[src/rtl/id_pkg.sv]
// Shared decode constants for the ID stage: opcodes, functs, control-word bit
// positions and ALU operation codes.
package id_pkg;

    localparam logic [5:0] OP_RTYPE = 6'h00;
    localparam logic [5:0] OP_LW    = 6'h23;
    localparam logic [5:0] OP_SW    = 6'h2B;
    localparam logic [5:0] OP_BEQ   = 6'h04;
    localparam logic [5:0] OP_ADDI  = 6'h08;

    localparam logic [5:0] FN_ADD = 6'h20;
    localparam logic [5:0] FN_SUB = 6'h22;
    localparam logic [5:0] FN_AND = 6'h24;
    localparam logic [5:0] FN_OR  = 6'h25;
    localparam logic [5:0] FN_SLT = 6'h2A;

    // Bit positions inside the packed 9-bit main-control word.
    localparam int CTL_REG_DST    = 8;
    localparam int CTL_ALU_SRC    = 7;
    localparam int CTL_MEM_TO_REG = 6;
    localparam int CTL_REG_WRITE  = 5;
    localparam int CTL_MEM_READ   = 4;
    localparam int CTL_MEM_WRITE  = 3;
    localparam int CTL_BRANCH     = 2;

    localparam logic [1:0] ALU_OP_ADD   = 2'b00;
    localparam logic [1:0] ALU_OP_SUB   = 2'b01;
    localparam logic [1:0] ALU_OP_FUNCT = 2'b10;

    localparam logic [3:0] ALU_AND = 4'b0000;
    localparam logic [3:0] ALU_OR  = 4'b0001;
    localparam logic [3:0] ALU_ADD = 4'b0010;
    localparam logic [3:0] ALU_SUB = 4'b0110;
    localparam logic [3:0] ALU_SLT = 4'b0111;

    // Builds a control word from its named fields.
    function automatic logic [8:0] ctl_word(
        input logic reg_dst, input logic alu_src, input logic mem_to_reg,
        input logic reg_write, input logic mem_read, input logic mem_write,
        input logic branch, input logic [1:0] alu_op
    );
        return {reg_dst, alu_src, mem_to_reg, reg_write, mem_read,
                mem_write, branch, alu_op};
    endfunction

endpackage

[src/rtl/id_alu_ctl.sv]
// ALU control: maps the main decoder's ALUOp and the R-type funct field to an
// ALU operation code, flagging functs this datapath does not implement.
module id_alu_ctl
    import id_pkg::*;
(
    input  logic [1:0] alu_op,
    input  logic [5:0] funct,
    output logic [3:0] alu_ctl,
    output logic       funct_illegal
);

    always_comb begin
        // NOTE: every output gets a default before the case so no path leaves it unassigned (no latch).
        alu_ctl       = ALU_ADD;
        funct_illegal = 1'b0;
        case (alu_op)
            ALU_OP_ADD: alu_ctl = ALU_ADD;
            ALU_OP_SUB: alu_ctl = ALU_SUB;
            ALU_OP_FUNCT: begin
                case (funct)
                    FN_ADD:  alu_ctl = ALU_ADD;
                    FN_SUB:  alu_ctl = ALU_SUB;
                    FN_AND:  alu_ctl = ALU_AND;
                    FN_OR:   alu_ctl = ALU_OR;
                    FN_SLT:  alu_ctl = ALU_SLT;
                    default: begin
                        alu_ctl       = ALU_AND;
                        funct_illegal = 1'b1;
                    end
                endcase
            end
            default: alu_ctl = ALU_ADD;
        endcase
    end

endmodule

[src/rtl/id.sv]
// Instruction-decode stage: main control, ALU control, register fields and
// sign-extended immediate, all registered as the ID/EX boundary.
module id
    import id_pkg::*;
(
    input  logic        clk,
    input  logic        reset,
    input  logic [31:0] instructionIn,
    output logic [8:0]  ALUSrcB,
    output logic [3:0]  aluCtl,
    output logic [4:0]  rs,
    output logic [4:0]  rt,
    output logic [4:0]  rd,
    output logic [31:0] immExt,
    output logic        illegal
);

    logic [5:0]  opcode;
    logic [8:0]  main_ctl;
    logic        op_illegal;
    logic [3:0]  alu_ctl_next;
    logic        funct_illegal;
    logic [8:0]  ctl_next;
    logic [31:0] imm_next;

    assign opcode = instructionIn[31:26];

    always_comb begin
        main_ctl   = '0;
        op_illegal = 1'b0;
        case (opcode)
            OP_RTYPE: main_ctl = ctl_word(1'b1, 1'b0, 1'b0, 1'b1, 1'b0, 1'b0, 1'b0, ALU_OP_FUNCT);
            OP_LW:    main_ctl = ctl_word(1'b0, 1'b1, 1'b1, 1'b1, 1'b1, 1'b0, 1'b0, ALU_OP_ADD);
            OP_SW:    main_ctl = ctl_word(1'b0, 1'b1, 1'b0, 1'b0, 1'b0, 1'b1, 1'b0, ALU_OP_ADD);
            OP_BEQ:   main_ctl = ctl_word(1'b0, 1'b0, 1'b0, 1'b0, 1'b0, 1'b0, 1'b1, ALU_OP_SUB);
            OP_ADDI:  main_ctl = ctl_word(1'b0, 1'b1, 1'b0, 1'b1, 1'b0, 1'b0, 1'b0, ALU_OP_ADD);
            default:  op_illegal = 1'b1;
        endcase
    end

    id_alu_ctl u_alu_ctl (
        .alu_op        (main_ctl[1:0]),
        .funct         (instructionIn[5:0]),
        .alu_ctl       (alu_ctl_next),
        .funct_illegal (funct_illegal)
    );

    // An unsupported funct becomes a bubble: no register or memory side effects.
    assign ctl_next = funct_illegal ? 9'h000 : main_ctl;
    assign imm_next = {{16{instructionIn[15]}}, instructionIn[15:0]};

    always_ff @(posedge clk) begin
        // NOTE: sequential state uses non-blocking assignments so every register samples pre-edge values.
        if (reset) begin
            ALUSrcB <= '0;
            aluCtl  <= '0;
            rs      <= '0;
            rt      <= '0;
            rd      <= '0;
            immExt  <= '0;
            illegal <= 1'b0;
        end else begin
            ALUSrcB <= ctl_next;
            aluCtl  <= alu_ctl_next;
            rs      <= instructionIn[25:21];
            rt      <= instructionIn[20:16];
            rd      <= instructionIn[15:11];
            immExt  <= imm_next;
            illegal <= op_illegal | funct_illegal;
        end
    end

endmodule

[config.mk]
export PLATFORM = sky130hd
export DESIGN_NAME = id
export DESIGN_NICKNAME = d
export VERILOG_FILES = /design/src/rtl/id_pkg.sv /design/src/rtl/id_alu_ctl.sv /design/src/rtl/id.sv
export SDC_FILE = /design/constraint.sdc
export NUM_CORES = 1
export LEC_CHECK = 0
export ABC_AREA = 1
export ABC_CLOCK_PERIOD_IN_PS = 1000
export CAP_MARGIN = 20
export CORE_MARGIN = 3
export CORE_UTILIZATION = 30
export CTS_BUF_LIST = sky130_fd_sc_hd__clkbuf_16
export DETAILED_ROUTE_END_ITERATION = 16
export GPL_TIMING_DRIVEN = 0
export PLACE_DENSITY = 0.8
export RECOVER_POWER = 50
export SLEW_MARGIN = 30
export SYNTH_ARGS = -nofsm -noshare
export SYNTH_HDL_FRONTEND = slang
export SYNTH_SLANG_ARGS = --single-unit
export TNS_END_PERCENT = 30
[constraint.sdc]
create_clock -name clk -period 1 [get_ports clk]
set_input_delay 0.2 -clock clk [delete_from_list [all_inputs] [get_ports clk]]
set_output_delay 0.2 -clock clk [all_outputs]
set_load 0.05 [all_outputs]
==> images/pdn.png <==
Bar = 20 um. Pins as bars on the die edge. Tap cells in gray.
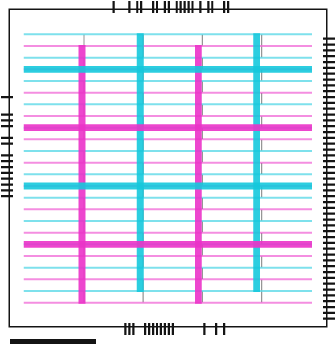
legend:
  VDD:
    color: cyan
  VSS:
    color: magenta
rows: 23
tap cells: 50
Worst VDD drop: 0.000739 V
die height: 73.7 um
Std-Cell Core Area: 4200 um^2

==> images/cell_classes.png <==
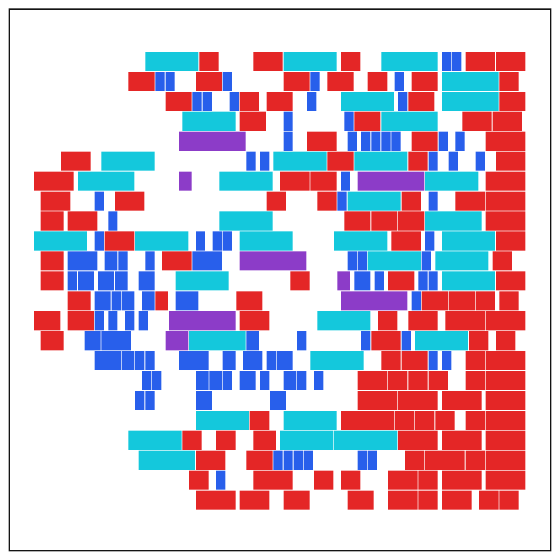
legend:
  flip-flops:
    color: cyan
    cells: 36
    share_of_their_area: 28%
  clock drivers and dummy loads:
    color: purple
    cells: 8
    share_of_their_area: 5.5%
  all other logic:
    color: blue
    cells: 102
    share_of_their_area: 18%
  other buffers and delay cells:
    color: red
    cells: 123
    share_of_their_area: 49%
Final Cell Area: 2690 um^2
row count: 23
Seq/total area: 0.273

==> flow_metrics.py <==
# Flow results
metrics = {
    "run_status": {
        "status": "finished with violations",
        "violations": "setup timing",
    },
    "floorplanning": {
        "initial_core_util": 0.327,
        "die_w_um": 73.7,
    },
    "route": {
        "wirelength_um": 3820,
        "drt_iter0_markers": 43,
        "wl_per_cell_um": 12.0,
        "drc": 0,
        "num_vias": 1309,
        "vias_per_cell": 4.10,
    },
    "cts": {
        "cts_root_buf": "clkbuf_16",
        "cts_setup_buffers": 0,
        "clockBufferDepth": 2,
    },
    "pwr": {
        "pg_clk_uw": 1470,
        "pwr-share-seq": 0.380,
        "maxPowerGroup": "sequential cells",
    },
    "critical_path": {
        "critPathSlowestCell": "dfxtp_4",
        "cp.depth": 3,
        "crit_path_max_incr_delay_ns": 0.35,
    },
    "placement": {
        "preCtsSetupSlack_ns": -0.560,
        "dp.cells": 309,
        "hpwlAfterDp_um": 2730,
    },
    "timing": {
        "setup_violations": 52,
        "setup_ws_ns": -0.228,
        "fin_crit_sh": 1.23,
        "hold_ws_ns": 0.358,
    },
    "yosys": {
        "yosys-stat-area_um2": 1370,
        "floorplan.nets": 200,
        "synth.top_cells.by_count": "37 x nor2_1, 36 x dfxtp_1, 35 x inv_1",
    },
    "final_layout": {
        "fin_util": 0.640,
        "diodes": 0,
        "drive_above_1_share": 0.450,
    },
    "run": {
        "warning_count": 29,
    },
    "grt": {
        "grt_use_total": 0.135,
        "overflow": 0,
        "grt_pass1_wl_um": 5510,
    },
}
==> images/clock_map.png <==
Bar = 20 um.
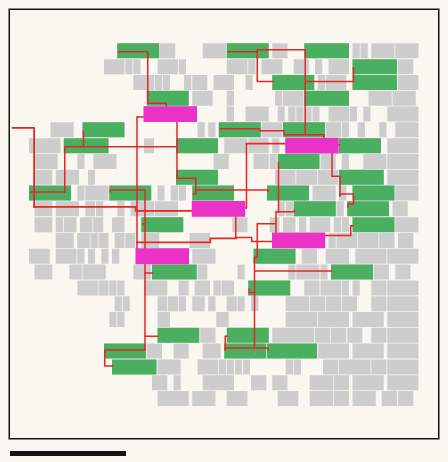
legend:
  cells driving clock nets:
    color: magenta
    count: 5
  flip-flops:
    color: green
    count: 36
  clock wires:
    color: red
    length: 426 um
routed clock nets: 6

layout make-up:
cell class / instances / area (um^2)
buffer: 28 / 238
fill: 320 / 1510
multi-input combinational: 67 / 334
clock buffer: 5 / 125
tap: 50 / 62.6
timing repair buffer: 95 / 1040
inverter: 35 / 131
clock inverter: 3 / 18.8
sequential: 36 / 734
kinds of logic after synthesis:
logic type	synth area share
buf+inv	0.243
flops	0.525
simple gates	0.207
other cells	0.00273
compound gates	0.0228
routing by layer:
layer | up-vias | GRT usage | wire [um]
met3 | 4 | 0.0561 | 430
met2 | 69 | 0.244 | 1960
met5 | - | 0 | 0
met1 | 568 | 0.143 | 1390
li1 | 668 | - | -
met4 | 0 | 0.0362 | 34
registers in the layout (all words and copies together) (netlist names):
signal   flops
aluCtl       3
immExt      11
illegal      1
rd           5
rt           5
ALUSrcB      6
rs           5
Power figures rest on the tool's default switching activity, not on a simulated workload.
